==> run_1/sizing.png <==
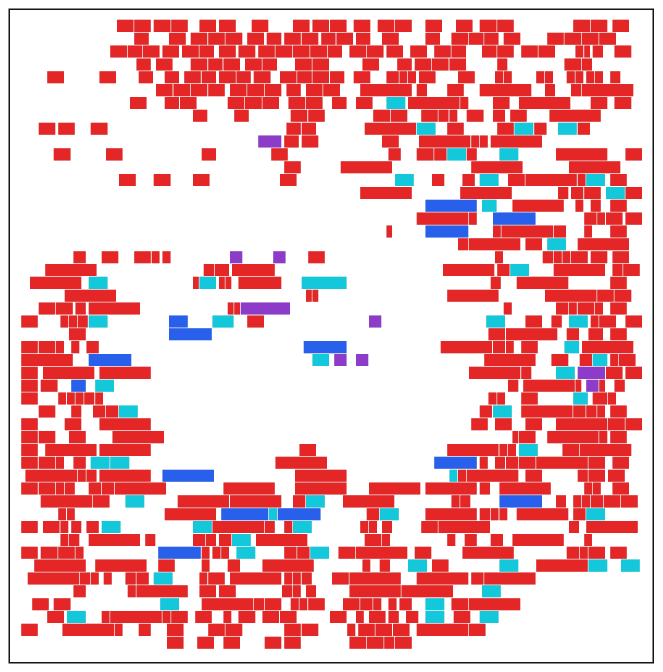
==> run_1/class_map.png <==
Bar = 50 um.
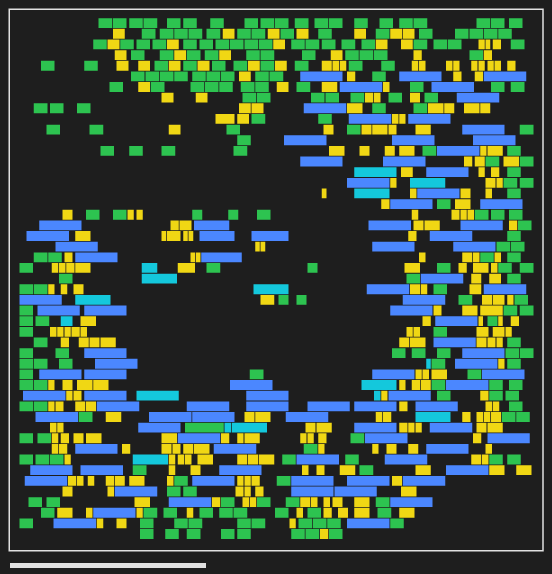
==> run_1/clock_nets.png <==
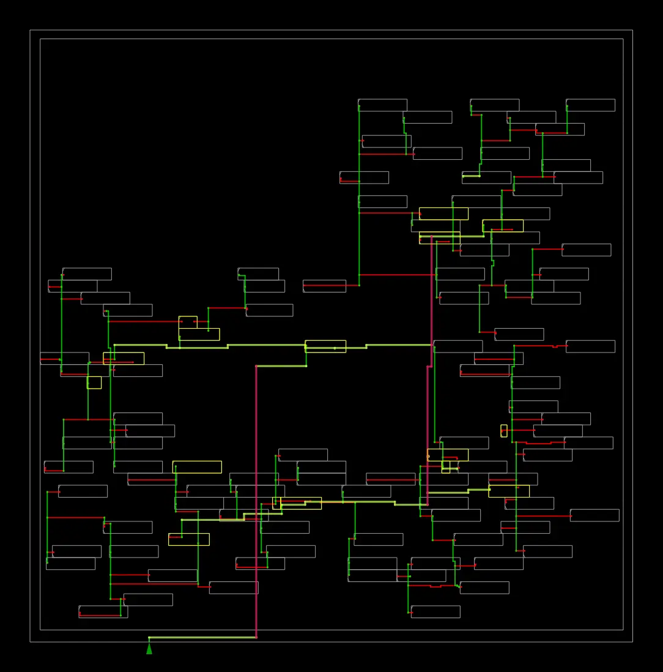
==> config.mk <==
export PLATFORM = sky130hd
export DESIGN_NAME = ahbl_arbiter_flat
export DESIGN_NICKNAME = d
export VERILOG_FILES = /design/src/rtl/ahbl_arbiter_if.sv /design/src/rtl/ahbl_arbiter.sv /design/src/flat_wrapper.sv
export SDC_FILE = /design/constraint.sdc
export NUM_CORES = 1
export LEC_CHECK = 0
export CAP_MARGIN = 10
export CORE_AREA = 2 2 134 136
export DETAILED_ROUTE_END_ITERATION = 8
export DIE_AREA = 0 0 136 138
export GPL_ROUTABILITY_DRIVEN = 0
export GPL_TIMING_DRIVEN = 1
export PLACE_DENSITY = 0.72
export SLEW_MARGIN = 20
export SYNTH_ARGS = -nofsm -noshare
export SYNTH_HDL_FRONTEND = slang
export SYNTH_SLANG_ARGS = --single-unit
export TNS_END_PERCENT = 5
==> constraint.sdc <==
create_clock -name clk -period 9.4 [get_ports clk]
set_input_delay 1.88 -clock clk [delete_from_list [all_inputs] [get_ports clk]]
set_output_delay 1.88 -clock clk [all_outputs]
set_load 0.02 [all_outputs]
==> qor.yml, run 1 <==
status: "complete, no violations"
yosysUniqueCellTypes: 26
drt_iter0_markers: 350
ys_chip_area_sq_um: 5610
synth_flops: 96
cts_resized: 0
cp-end-kind: "output pin"
hold_ws_ns: 0.727
grt_util_met1_pct: 25.4
cp_cell_sequence: "clkdlybuf4s50_1, o21a_2, a21oi_1, a21oi_1, clkdlybuf4s50_1"
placed_area_sq_um: 7690
cp_data_arrival_time_ns: 4.51
use_met3_pct: 6.31
fin_tns_setup_ns: 0
final_cells: 880
min_path_cells: 2
regArea_sq_um: 2870
clkbuf_count: 9
clock_path_buffers: 2
worst_pin_slew_ns: 1.13
grt_pass1_wl_mm: 27.9
drive_gt1_share_pct: 11.9
postRouteAntennaNets: 0
met2_length_mm: 8.77
dieArea_sq_um: 18800
comb-cell-share_pct: 25.4
grt_max_degree: 97
fill_cells: 1599
nWellTaps: 229
ys_sh_mux_pct: 8.83
fin_total_pwr_uw: 1340
synthesis.instances: 489
wl_mm: 19.0
maxSlewViolCount: 0
power.leakage_uw: 0.00270
pg_clk_uw: 400
power_switching_share_pct: 29.3
Back to the opening pictures, sizing.png:
Red stands for x1 and smaller, cells 572, share 88%, most used clkdlybuf4s50_1. Purple stands for x3 and x4, cells 9, share 1.4%, most used buf_4. Blue stands for x6 and larger, cells 14, share 2.2%, most used clkbuf_16. Cyan stands for x2, cells 54, share 8.3%, most used mux2_2.
post-layout instance area: 8040 sq um
Buffers excl. clock: 251
Area Overhead vs Synth: 43.4%

Back to the opening pictures, class_map.png:
Green stands for remaining buffers and delay cells, cells 251. Yellow stands for remaining logic cells, cells 286. Cyan stands for clock drivers and dummy loads, cells 16. Blue stands for sequential cells, cells 96.
CORE AREA: 17500 sq um
Rows: 49
flop share of the area: 35.7%
Util after Layout: 45.9%

Back to the opening pictures, clock_nets.png:
worst skew pair latency: 0.35 ns
Fin Clk Skew: 0.00878 ns

==> run_1/m1.png <==
Supply wires on this layer in gray.
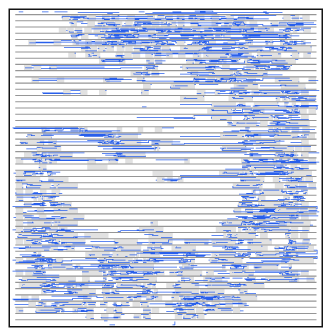

==> run 1 -> run 2 <==
--- a/config.mk
+++ b/config.mk
@@ -6,12 +6,12 @@
 export NUM_CORES = 1
 export LEC_CHECK = 0
 export CAP_MARGIN = 10
-export CORE_AREA = 2 2 134 136
+export CORE_MARGIN = 2
+export CORE_UTILIZATION = 34
 export DETAILED_ROUTE_END_ITERATION = 8
-export DIE_AREA = 0 0 136 138
 export GPL_ROUTABILITY_DRIVEN = 0
 export GPL_TIMING_DRIVEN = 1
-export PLACE_DENSITY = 0.72
+export PLACE_DENSITY = 0.77
 export SLEW_MARGIN = 20
 export SYNTH_ARGS = -nofsm -noshare
 export SYNTH_HDL_FRONTEND = slang
==> constraint.sdc (replaced) <==
create_clock -name clk -period 5.8 [get_ports clk]
set_input_delay 1.16 -clock clk [delete_from_list [all_inputs] [get_ports clk]]
set_output_delay 1.16 -clock clk [all_outputs]
set_load 0.02 [all_outputs]
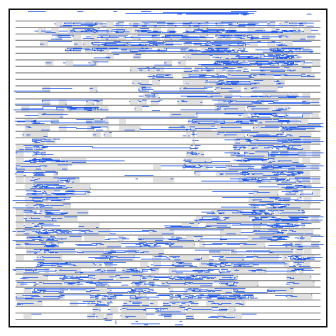
(run_2/m1.png)
Supply wires on this layer in gray.
The wires run mostly horizontal. The layer carries 7700 um of wire.
final wirelength: 19.6 mm
grt met1 use: 26.1%
via count: 4567

==> run 2 against run 1 <==
Compared with the run above: clock power is 46% higher; worst setup slack worse by 2.1 ns; power rose by 57%; core utilization up 4.0 points; synthesized cell count unchanged; global-route usage up 2.0 points; via count shrank 1.6%; critical path type unchanged.
==> qor.yml, run 2 <==
worst_pin_slew_ns: 1.11  # -0.0195 ns
comb-cell-share_pct: 25.6  # +0.18 points
regArea_sq_um: 2870  # about the same
placed_area_sq_um: 7690  # +0.11%
met2_length_mm: 9.69  # +10%
ys_sh_mux_pct: 8.83  # unchanged
min_path_cells: 2  # unchanged
utilization_pct: 49.9  # +4.0 points
clock_path_buffers: 2  # unchanged
status: "complete, no violations"
final_cells: 867  # -1.5%
dieArea_sq_um: 17500  # -6.5%
yosysUniqueCellTypes: 26  # unchanged
cp_cell_sequence: "clkdlybuf4s50_1, o21a_2, a21oi_1, a21oi_1, clkdlybuf4s50_1"
power_switching_share_pct: 29.3  # +0.081 points
drive_gt1_share_pct: 11.5  # -0.41 points
hold_ws_ns: 0.648  # -0.0793 ns
area_delta_synth_final_pct: 42.4
ys_chip_area_sq_um: 5610  # unchanged
use_met3_pct: 5.17  # -1.1 points
cts_resized: 0  # unchanged
n_all_buffers: 250  # -0.40%
pg_clk_uw: 583  # +46%
maxSlewViolCount: 0  # unchanged
synthesis.instances: 489  # unchanged
grt_max_degree: 97  # unchanged
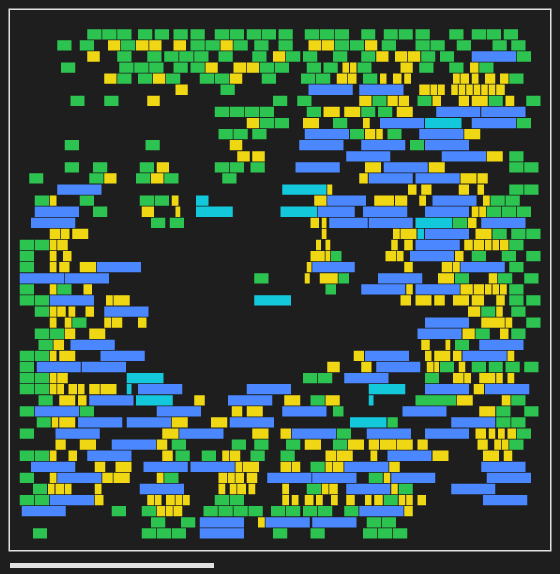
(run_2/class_map.png)
Bar = 50 um.
Cyan stands for clock drivers and dummy loads, cells 14. Blue stands for sequential cells, cells 96. Green stands for remaining buffers and delay cells, cells 250. Yellow stands for remaining logic cells, cells 286.
post-layout instance area: 7990 sq um
CORE AREA: 16000 sq um

Power is estimated from default activity; no workload was simulated.
